`src/rtl/qei_decoder.sv`:
```
// qei_decoder: filtered x4 quadrature decoder with wrapped position and saturating per-period velocity.
// Optional QEI_INDEX_EN: a filtered rising edge on enc_z_i zeroes the position.
`ifndef PID_RES
`define PID_RES 16
`endif

module qei_decoder #(
    parameter int nbits      = `PID_RES,
    parameter int sample_div = 50000,
    parameter int filt_len   = 3
) (
    input  logic             clk,
    input  logic             rst,
    input  logic             clr,
    input  logic             en,
    input  logic             enc_a_i,
    input  logic             enc_b_i,
    input  logic             enc_z_i,
    output logic [nbits-1:0] pos_o,
    output logic [nbits-1:0] pv_o,
    output logic             pv_valid_o,
    output logic             err_o
);
    localparam int fw = $clog2(filt_len + 1);
    localparam int dw = $clog2(sample_div);
    localparam int pw = $clog2(filt_len + 4);
`ifdef QEI_INDEX_EN
    localparam int nch = 3;
    logic [nch-1:0] raw;
    assign raw = {enc_z_i, enc_a_i, enc_b_i};
`else
    localparam int nch = 2;
    logic [nch-1:0] raw;
    logic unused_z;
    assign raw = {enc_a_i, enc_b_i};
    assign unused_z = enc_z_i;
`endif
    logic [nch-1:0] s1, s2, filt;
    logic [1:0] prev, ip, ic, d;
    logic [pw-1:0] pcnt;
    logic [dw-1:0] div;
    logic [nbits-1:0] acc, sat;
    logic [nbits:0] stp, sum;
    logic primed, up, dn, bad, tick, zrise;

    always_ff @(posedge clk or negedge rst)
        if (!rst) begin
            s1 <= '0;
            s2 <= '0;
        end else begin
            s1 <= raw;
            s2 <= s1;
        end

    for (genvar i = 0; i < nch; i++) begin : g_filt
        logic [fw-1:0] cnt;
        logic f;
        always_ff @(posedge clk or negedge rst)
            if (!rst) begin
                cnt <= '0;
                f <= 1'b0;
            end else if (s2[i] == f) cnt <= '0;
            else if (cnt == fw'(filt_len - 1)) begin
                cnt <= '0;
                f <= s2[i];
            end else cnt <= cnt + 1'b1;
        assign filt[i] = f;
    end

    // Gray index of {a,b}: 00,10,11,01 -> 0,1,2,3; the index difference gives the step
    assign ip = {prev[0], prev[1] ^ prev[0]};
    assign ic = {filt[0], filt[1] ^ filt[0]};
    assign d = ic - ip;
    assign up = primed && d == 2'd1;
    assign dn = primed && d == 2'd3;
    assign bad = primed && d == 2'd2;
    assign stp = up ? (nbits + 1)'(1) : dn ? '1 : '0;
    assign sum = {acc[nbits-1], acc} + stp;
    assign sat = (sum[nbits] == sum[nbits-1]) ? sum[nbits-1:0] : {sum[nbits], {(nbits - 1){~sum[nbits]}}};
    assign tick = en && div == dw'(sample_div - 1);

`ifdef QEI_INDEX_EN
    logic zprev;
    always_ff @(posedge clk or negedge rst)
        if (!rst) zprev <= 1'b0;
        else zprev <= filt[2];
    assign zrise = primed && filt[2] && !zprev;
`else
    assign zrise = 1'b0;
`endif

    // primed waits until the sync chain and filters have settled on the real input levels
    always_ff @(posedge clk or negedge rst)
        if (!rst) begin
            prev <= '0;
            primed <= 1'b0;
            pcnt <= '0;
            pos_o <= '0;
            acc <= '0;
            div <= '0;
            pv_o <= '0;
            pv_valid_o <= 1'b0;
            err_o <= 1'b0;
        end else begin
            prev <= filt[1:0];
            if (!primed) begin
                pcnt <= pcnt + 1'b1;
                primed <= pcnt == pw'(filt_len + 2);
            end
            pv_valid_o <= tick && !clr;
            if (clr) begin
                pos_o <= '0;
                acc <= '0;
                div <= '0;
                pv_o <= '0;
                err_o <= 1'b0;
            end else if (en) begin
                pos_o <= zrise ? '0 : pos_o + stp[nbits-1:0];
                err_o <= err_o | bad;
                if (tick) begin
                    pv_o <= sat;
                    acc <= '0;
                    div <= '0;
                end else begin
                    acc <= sat;
                    div <= div + 1'b1;
                end
            end
        end
endmodule

```
`config.mk`:
```
export PLATFORM = sky130hd
export DESIGN_NAME = qei_decoder
export DESIGN_NICKNAME = d
export VERILOG_FILES = /design/src/rtl/qei_decoder.sv
export SDC_FILE = /design/constraint.sdc
export NUM_CORES = 1
export LEC_CHECK = 0
export ABC_AREA = 1
export CAP_MARGIN = 25
export CORE_MARGIN = 5
export CORE_UTILIZATION = 35
export DETAILED_ROUTE_END_ITERATION = 6
export PLACE_DENSITY_LB_ADDON = 0.15
export SLEW_MARGIN = 20
export SYNTH_ARGS = -nofsm -noshare
export SYNTH_HDL_FRONTEND = slang
export SYNTH_SLANG_ARGS = --single-unit
export TNS_END_PERCENT = 100
```
`constraint.sdc`:
```
create_clock -name clk -period 4.1 [get_ports clk]
set_input_delay 0.82 -clock clk [delete_from_list [all_inputs] [get_ports clk]]
set_output_delay 0.82 -clock clk [all_outputs]
set_load 0.01 [all_outputs]
```
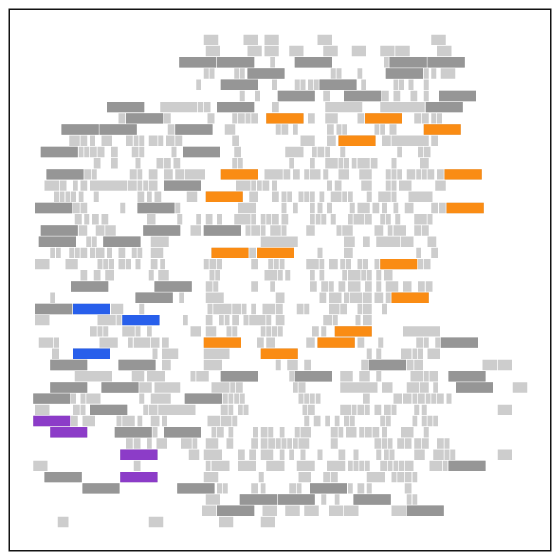
Fig. 1. Where the registers sit.
legend:
  purple:
    netlist_name: g_filt.cnt
    placed_flops: 4
    where: lower left
  blue:
    netlist_name: pcnt
    placed_flops: 3
  orange:
    netlist_name: acc
    placed_flops: 16
final cell utilization of the core: 42.05%
flop share of the area: 33.84%

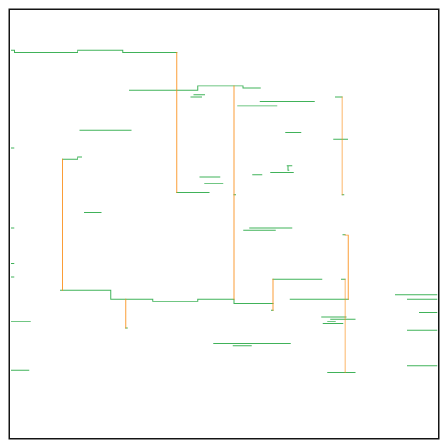
Fig. 2. Wiring by layer.
Two of the layers only.
legend:
  green:
    layer: met3
    wire_length: 448 um
  orange:
    layer: met4
    wire_length: 246 um
Avg WL per Cell: 13.99 um
Routed WL: 12810 um

==> notes.md <==
The run has ended; figures from its reports follow.

The area share of and/or/nand/nor cells after synthesis came out at 32.28%. After layout, the worst path uses 81.10% of the clock period. The number of cells produced by synthesis is 681. The run finished with clean final reports. The post-placement worst setup slack came out at 0.7212 ns. The post-CTS repair timing setup buffer count came out at 0. The post-route DRC violation count is 0. The overall routing resource usage is 16.22%.

Per the OpenROAD floorplan log, the height of the die is 131.0 um. The final-report hold violation count is 0. The count of cell types in the netlist is 43. The number of diodes is 0.

The count of library flops with an enable pin is 0. The count of antenna-violating nets left after detailed routing came out at 0. The skew report gives the latency at the later pin of the worst-skew pair as 0.35 ns. In the final timing run, aggregate negative setup slack is 0 ns. The fraction of registers with async set/reset came out at 100.0%. In this run, the synthesized area fraction spent on AND-OR/OR-AND gates is recorded as 11.01%.

The number of warnings in the stage logs is 28. The fraction of area in clock buffers and inverters is 5.158%. The critical path is of the reg -> reg type.

In the floorplan report the effective utilization is 35.53%. The first global-routing pass estimated 22150 um of wire. The number of tap cells inserted came out at 184. In the final design, more cell area goes to combinational gates than to any other class. At the end of routability-driven placement, the weighted congestion stood at 0.9043. The clock buffer count in the final layout came out at 11. Setup repair after global routing left no endpoint under its margin. The main logic family after synthesis is simple AND/OR/NAND/NOR gates.

Detailed placement ended at an HPWL of 9183 um.
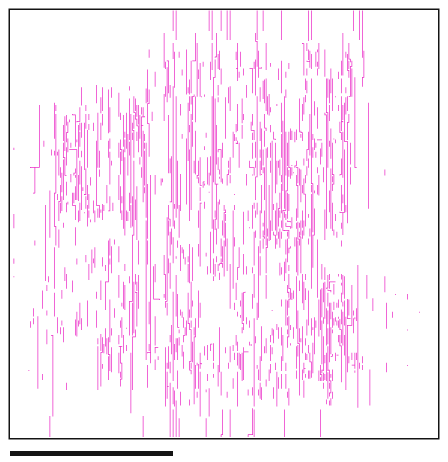
Fig. 3. Met2 routing.
The bar under the picture is 50 um long.
wire length on this layer: 6060 um
share of all routed wire: 47%
nets with wire on the layer: 596
main direction: vertical
longest straight run: 57.5 um
met2 Use GR: 26.34%
total via count in the routed design: 4613

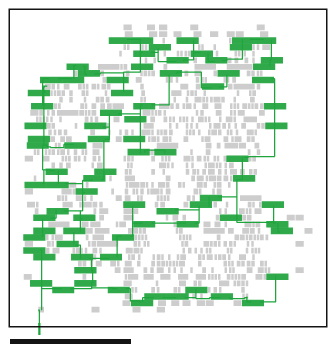
Fig. 4. I/O nets highlighted.
The bar under the picture is 50 um long.
legend:
  green:
    port: rst
    bits: 1
    direction: input
    edge: bottom
    end_cells: 82
    buffers: 2
    wire: 745 um
I/O pin count: 41
number of port buffers: 39

per-layer routing:
layer / vias to the layer above / part of all wire (%) / GRT usage [%]
met5: - / 0 / 0
met4: 0 / 1.9 / 6.110
met3: 18 / 3.5 / 3.293
met2: 74 / 47 / 26.34
met1: 2174 / 47 / 21.34
li1: 2347 / - / -
per-stage QoR:
stage | utilization [%] | cell area (sq um) | std cells | hold WS (ns)
floorplan | - | 5125 | 681 | 0.3312
global placement | 39.82 | 5744 | 899 | 0.3344
detailed placement | 39.82 | 5744 | 899 | 0.3387
CTS | 41.99 | 6057 | 915 | 0.3535
global route | 42.05 | 6065 | 916 | 0.3544
finish | 42.05 | 6065 | 916 | 0.3496
worst max-delay path: stages, from the launching register on:
cell and delay [ns]:
dfrtp_1 0.45, xnor2_1 0.16, ha_1 0.34, nor2_4 0.16, buf_4 0.19, nand4_1 0.18
nand2_1 0.11, inv_1 0.04, ha_1 0.18, inv_1 0.05, nand2_1 0.07, nand3_1 0.09
nand2_1 0.11, nand2_1 0.09, nand2_2 0.08, nand2_1 0.11, nand2_1 0.05, nand2_1 0.09
nand2_2 0.09, nand2_4 0.21, nand2_1 0.15, nand3_1 0.10, o21ai_0 0.08
worst paths after layout:
| check | endpoint | startpoint | cells after the start |
|---|---|---|---|
| setup / recovery | acc[5] | g_filt[0].f | 22 |
| hold / removal | s2[0] | s1[0] | 0 |
| setup reg to reg | acc[5] | g_filt[0].f | 22 |
| hold reg to reg | s2[0] | s1[0] | 0 |
| max in group asynchronous | pv_o[9] | rst | 2 |
| min in group asynchronous | s1[0] | rst | 1 |
